==> src/rtl/mac_pkg.sv <==
// mac_pkg: shared definitions for the MAC requantiser.
//   state_e         - window FSM encoding (accumulate / one-cycle drain)
//   DEF_LEN_ACC     - default accumulator width
//   DEF_LEN_OUT     - default output width
//   DEF_SHIFT_W     - default shift-control width
package mac_pkg;

    typedef enum logic {
        StAccum = 1'b0,
        StDrain = 1'b1
    } state_e;

    localparam int unsigned DEF_LEN_ACC = 18;
    localparam int unsigned DEF_LEN_OUT = 8;
    localparam int unsigned DEF_SHIFT_W = 5;

endpackage

==> src/rtl/requant_sat.sv <==
// requant_sat: combinational round-half-up, arithmetic right shift, optional ReLU and
// saturation of a signed accumulator value to a narrower signed result.
//   acc     in  LEN_ACC signed  value to requantise
//   shift   in  SHIFT_W         right-shift amount, 0..LEN_ACC-1
//   relu_en in  1               clamp negative results to zero
//   data    out LEN_OUT signed  requantised result
//   sat     out 1               result was clamped to the output range
module requant_sat
    import mac_pkg::*;
#(
    parameter int unsigned LEN_ACC = DEF_LEN_ACC,
    parameter int unsigned LEN_OUT = DEF_LEN_OUT,
    parameter int unsigned SHIFT_W = DEF_SHIFT_W
) (
    input  logic signed [LEN_ACC-1:0] acc,
    input  logic        [SHIFT_W-1:0] shift,
    input  logic                      relu_en,
    output logic signed [LEN_OUT-1:0] data,
    output logic                      sat
);

    // One guard bit so acc + 2^(shift-1) can never wrap.
    localparam int unsigned W = LEN_ACC + 1;

    localparam logic signed [W-1:0] MAX_V = {{(W - LEN_OUT + 1){1'b0}}, {(LEN_OUT - 1){1'b1}}};
    localparam logic signed [W-1:0] MIN_V = {{(W - LEN_OUT + 1){1'b1}}, {(LEN_OUT - 1){1'b0}}};

    logic signed [W-1:0] ext;
    logic signed [W-1:0] bias;
    logic signed [W-1:0] sum;
    logic signed [W-1:0] rnd;

    always_comb begin
        ext  = {acc[LEN_ACC-1], acc};
        bias = '0;
        if (shift != '0) begin
            bias = {{(W - 1){1'b0}}, 1'b1} << (shift - SHIFT_W'(1));
        end
        sum = ext + bias;
        rnd = sum >>> shift;

        data = rnd[LEN_OUT-1:0];
        sat  = 1'b0;
        if (relu_en && rnd[W-1]) begin
            // ReLU clamp is not a saturation event.
            data = '0;
        end else if (rnd > MAX_V) begin
            data = MAX_V[LEN_OUT-1:0];
            sat  = 1'b1;
        end else if (rnd < MIN_V) begin
            data = MIN_V[LEN_OUT-1:0];
            sat  = 1'b1;
        end
    end

endmodule

==> src/rtl/mac_requant.sv <==
// mac_requant: counts N_TAPS MAC steps per window, then spends one drain cycle pulsing
// MAC_CLR while capturing the finished sum, requantises it and presents it on a
// valid/ready output register. A result that cannot be accepted is dropped and OVERRUN
// sticks until reset.
//   CLK        in  1               rising-edge clock
//   SYNC_RST   in  1               synchronous active-high reset
//   ACC_IN     in  LEN_ACC signed  running sum from the upstream MAC
//   ACC_VALID  in  1               a MAC step was applied at this edge
//   SHIFT      in  SHIFT_W         right-shift amount
//   RELU_EN    in  1               clamp negative results to zero
//   OUT_READY  in  1               downstream accepts DATA_OUT
//   MAC_CLR    out 1               restarts the upstream accumulator
//   DATA_OUT   out LEN_OUT signed  requantised result
//   OUT_VALID  out 1               DATA_OUT holds an unaccepted result
//   SAT_FLAG   out 1               current DATA_OUT was saturated
//   OVERRUN    out 1               sticky: a result was dropped
module mac_requant
    import mac_pkg::*;
#(
    parameter int unsigned LEN_ACC = DEF_LEN_ACC,
    parameter int unsigned LEN_OUT = DEF_LEN_OUT,
    parameter int unsigned N_TAPS  = 16,
    parameter int unsigned SHIFT_W = DEF_SHIFT_W
) (
    input  logic                      CLK,
    input  logic                      SYNC_RST,
    input  logic signed [LEN_ACC-1:0] ACC_IN,
    input  logic                      ACC_VALID,
    input  logic        [SHIFT_W-1:0] SHIFT,
    input  logic                      RELU_EN,
    input  logic                      OUT_READY,
    output logic                      MAC_CLR,
    output logic signed [LEN_OUT-1:0] DATA_OUT,
    output logic                      OUT_VALID,
    output logic                      SAT_FLAG,
    output logic                      OVERRUN
);

    localparam int unsigned CNT_W = (N_TAPS > 1) ? $clog2(N_TAPS) : 1;
    localparam logic [CNT_W-1:0] CNT_LAST = CNT_W'(N_TAPS - 1);

    state_e             state_q, state_d;
    logic [CNT_W-1:0]   cnt_q, cnt_d;

    logic signed [LEN_ACC-1:0] cap_acc_q;
    logic [SHIFT_W-1:0]        cap_shift_q;
    logic                      cap_valid_q;

    logic signed [LEN_OUT-1:0] rq_data;
    logic                      rq_sat;

    logic signed [LEN_OUT-1:0] data_q;
    logic                      out_valid_q;
    logic                      sat_q;
    logic                      overrun_q;
    logic                      load;

    always_comb begin
        state_d = state_q;
        cnt_d   = cnt_q;
        unique case (state_q)
            StAccum: begin
                if (ACC_VALID) begin
                    if (cnt_q == CNT_LAST) begin
                        cnt_d   = '0;
                        state_d = StDrain;
                    end else begin
                        cnt_d = cnt_q + CNT_W'(1);
                    end
                end
            end
            // ACC_VALID is deliberately ignored here.
            StDrain: state_d = StAccum;
            default: state_d = StAccum;
        endcase
    end

    requant_sat #(
        .LEN_ACC (LEN_ACC),
        .LEN_OUT (LEN_OUT),
        .SHIFT_W (SHIFT_W)
    ) u_requant_sat (
        .acc     (cap_acc_q),
        .shift   (cap_shift_q),
        .relu_en (RELU_EN),
        .data    (rq_data),
        .sat     (rq_sat)
    );

    // Load when the output slot is empty or is being emptied this very cycle.
    assign load = cap_valid_q && (!out_valid_q || OUT_READY);

    always_ff @(posedge CLK) begin
        if (SYNC_RST) begin
            state_q     <= StAccum;
            cnt_q       <= '0;
            cap_acc_q   <= '0;
            cap_shift_q <= '0;
            cap_valid_q <= 1'b0;
            data_q      <= '0;
            out_valid_q <= 1'b0;
            sat_q       <= 1'b0;
            overrun_q   <= 1'b0;
        end else begin
            state_q     <= state_d;
            cnt_q       <= cnt_d;
            cap_valid_q <= (state_q == StDrain);
            if (state_q == StDrain) begin
                cap_acc_q   <= ACC_IN;
                cap_shift_q <= SHIFT;
            end
            if (load) begin
                data_q      <= rq_data;
                sat_q       <= rq_sat;
                out_valid_q <= 1'b1;
            end else if (OUT_READY) begin
                out_valid_q <= 1'b0;
            end
            if (cap_valid_q && !load) begin
                overrun_q <= 1'b1;
            end
        end
    end

    assign MAC_CLR   = (state_q == StDrain);
    assign DATA_OUT  = data_q;
    assign OUT_VALID = out_valid_q;
    assign SAT_FLAG  = sat_q;
    assign OVERRUN   = overrun_q;

endmodule

==> config.mk <==
export PLATFORM = sky130hd
export DESIGN_NAME = mac_requant
export DESIGN_NICKNAME = d
export VERILOG_FILES = /design/src/rtl/mac_pkg.sv /design/src/rtl/requant_sat.sv /design/src/rtl/mac_requant.sv
export SDC_FILE = /design/constraint.sdc
export NUM_CORES = 1
export LEC_CHECK = 0
export ABC_AREA = 0
export CORE_UTILIZATION = 60
export CTS_CLUSTER_SIZE = 28
export DETAILED_ROUTE_END_ITERATION = 8
export PLACE_DENSITY = 0.89
export SLEW_MARGIN = 20
export SYNTH_ARGS = -nofsm -noshare
export SYNTH_HDL_FRONTEND = slang
export SYNTH_SLANG_ARGS = --single-unit
==> constraint.sdc <==
create_clock -name CLK -period 10.18 [get_ports CLK]
set_input_delay 1.527 -clock CLK [delete_from_list [all_inputs] [get_ports CLK]]
set_output_delay 1.527 -clock CLK [all_outputs]
set_load 0.03 [all_outputs]
### Port wiring

The bar under the picture is 20 µm long.
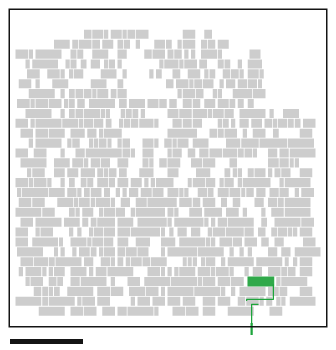
`OVERRUN`: in green, bits 1, direction output, edge south, end cells 1, buffers 1, wire 19.2 µm.

### Where the registers sit

Other sequential cells in the stronger gray, the rest of the logic in the fainter gray.
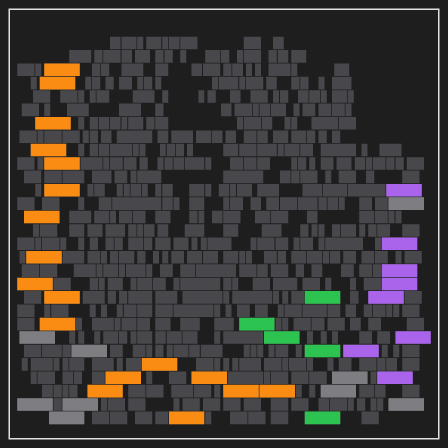
`cap_shift_q`: in green, sequential cells 5, where south-east. `cap_acc_q`: in orange, sequential cells 18. `DATA_OUT`: in purple, sequential cells 8.

==> deck_impl_summary.md <==
Key Metrics from the Run

Yosys
  – Dominant synthesized flop cell: dfxtp_1
  – Mux cell area share: 13.01%
  – Post-synthesis cell count from yosys: 538
  – Count leader, synth: nor2_1
  – XOR Share, Synth: 3.440%
  – Top cells by count: nor2_1 (87), nand2_1 (53), dfxtp_1 (40)
  – Mean Syn Cell Area: 8.044 µm²
  – Ys async rst share: 0%
  – Ys Warns: 0
  – Max-area cell share: 18.50%
  – Yosys synthesis chip area: 0.004328 mm²
  – Largest cells by area: dfxtp_1 (19%), mux2i_1 (8.3%), nor2_1 (7.5%)
  – Top logic family: AND-OR/OR-AND gates
  – Yosys adder share: 5.955%
  – Dominant cell type by area after synthesis: dfxtp_1
  – Distinct cells, synth: 78

Power
  – Pwr per Cell Area: 60.77 mW/mm²
  – Switching pwr: 0.00006665 W
  – Sequential share of power: 55.7%
  – Comb power frac: 5.6%
  – Internal: 0.0002164 W
  – Pwr Total: 0.0002831 W
  – Switching share of power: 23.55%
  – Static leakage: 1.773 nW

GRT
  – First-pass GRT wire length: 19520 µm
  – Total Routing Usage GR: 32.77%

Route
  – Post-DR vias/cell: 6.684
  – Detailed Route WL: 11870 µm
  – DR DRC count: 0

CTS
  – H-tree levels: 2
  – Clk slew on worst S/H paths: 0.08 ns
  – TritonCTS Sinks: 40
  – Clk buf depth: 2
  – TritonCTS Buffers: 5
  – # hold bufs at CTS: 0
  – Worst skew pair latency: 0.31 ns
  – Post CTS Setup Buffer Count: 0

Floorplanning
  – Die H: 86.93 µm
  – Die Area: 0.007557 mm²
  – Num ports: 40
  – Core Util at FP: 63.01%

Layout
  – Ratio of cells with drive above 1 in the final layout: 11.59%
  – N_diodes: 0
  – Top class by area: logic gates
  – Inverters: 12
  – Seq_cells: 40
  – Non-clock buffer share of cell area: 9.025%
  – Non-clk bufs: 43
  – Comb area: 0.003183 mm²
  – Flop area: 800.8 µm²
  – Mi-comb count: 449
  – Clock buf/inv share: 1.907%
  – Comb area share: 68.33%
  – Final Cell Area: 0.004658 mm²

Run
  – Tool warning count: 26

Setup path
  – Slowest stage delay, CP: 0.58 ns
  – Critical Path Slowest Stage Cell: inv_1
  – WS Path Type: flop to flop
  – R2r worst-path depth: 18
  – CP cell instances: inv_1 > nand2_1 > nor2_1 > ha_1 > inv_1 > fa_1 > nand2b_1 > a21oi_2 > o21a_2 > o211ai_2 > nand3_1 > nor2b_1 > buf_4 > o221ai_2 > or4_4 > o31ai_4 > a21oi_2 > o31ai_1
  – Crit path from: cap_shift_q[1]
  – Reg-to-Reg End: DATA_OUT[1]
  – Reg2reg start: cap_shift_q[1]

Worst hold path
  – Hold endpoint: DATA_OUT[6]
  – HP Class: flop to flop
  – Worst hold start: DATA_OUT[6]

Final timing
  – FMAX: 0.1850 GHz
  – Slew HR: 47.13%
  – Worst Skew: 0.01343 ns
  – Final min period: 5.405 ns

Run status
  – Status: completed
## layer usage
| layer | global-route usage, % | share of wire, % |
|---|---|---|
| met1 | 39.33 | 40 |
| met3 | 5.592 | 8.0 |
| met5 | 0 | 0 |
| met2 | 55.19 | 48 |
| met4 | 18.94 | 4.5 |
## metrics by stage
stage	std cells	setup WS [ns]	utilization (%)
detailed placement	640	4.938	66.52
finish	648	4.775	67.81
CTS	648	4.883	67.81
global route	648	4.447	67.81
global placement	640	5.067	66.52
floorplan	538	6.088	-
## power groups by stage
stage          combinational, W  sequential [W]  clock [W]
3_3_place_gp          0.0000152        0.000161          0
6_report              0.0000158        0.000158   0.000110
5_1_grt               0.0000171        0.000158   0.000119
3_5_place_dp          0.0000159        0.000161          0
4_1_cts               0.0000160        0.000158   0.000110
2_1_floorplan        0.00000501        0.000161          0
## registers in the layout (all words and copies together) (netlist names)
name	count
cap_valid_q	1
cap_acc_q	18
DATA_OUT	8
OVERRUN	1
SAT_FLAG	1
cnt_q	4
MAC_CLR	1
cap_shift_q	5
OUT_VALID	1
## cell usage in the layout (no fill, tap or decap), types with 6 or more instances in the layout
cell,count
a211oi_1,9
a21o_1,7
a21oi_1,23
a21oi_2,6
and3_1,6
clkdlybuf4s50_1,39
dfxtp_1,40
ha_1,19
inv_1,12
mux2i_1,36
mux4_2,7
nand2_1,53
nand2b_1,9
nand3_1,7
nand4_1,6
nor2_1,87
nor2b_1,6
nor3_1,12
o211ai_1,17
o21ai_0,16
o31ai_1,8
xnor2_1,11
xor2_1,6
## worst max-delay path: cells and delay by family, from the launching register on
kind,cells,cell delay (ns)
flops,1,0.53
buf+inv,3,0.89
simple gates,6,1.79
fa+ha+maj,2,0.63
compound gates,7,1.45
No activity file was given, so power comes from the tool's default toggle rates.
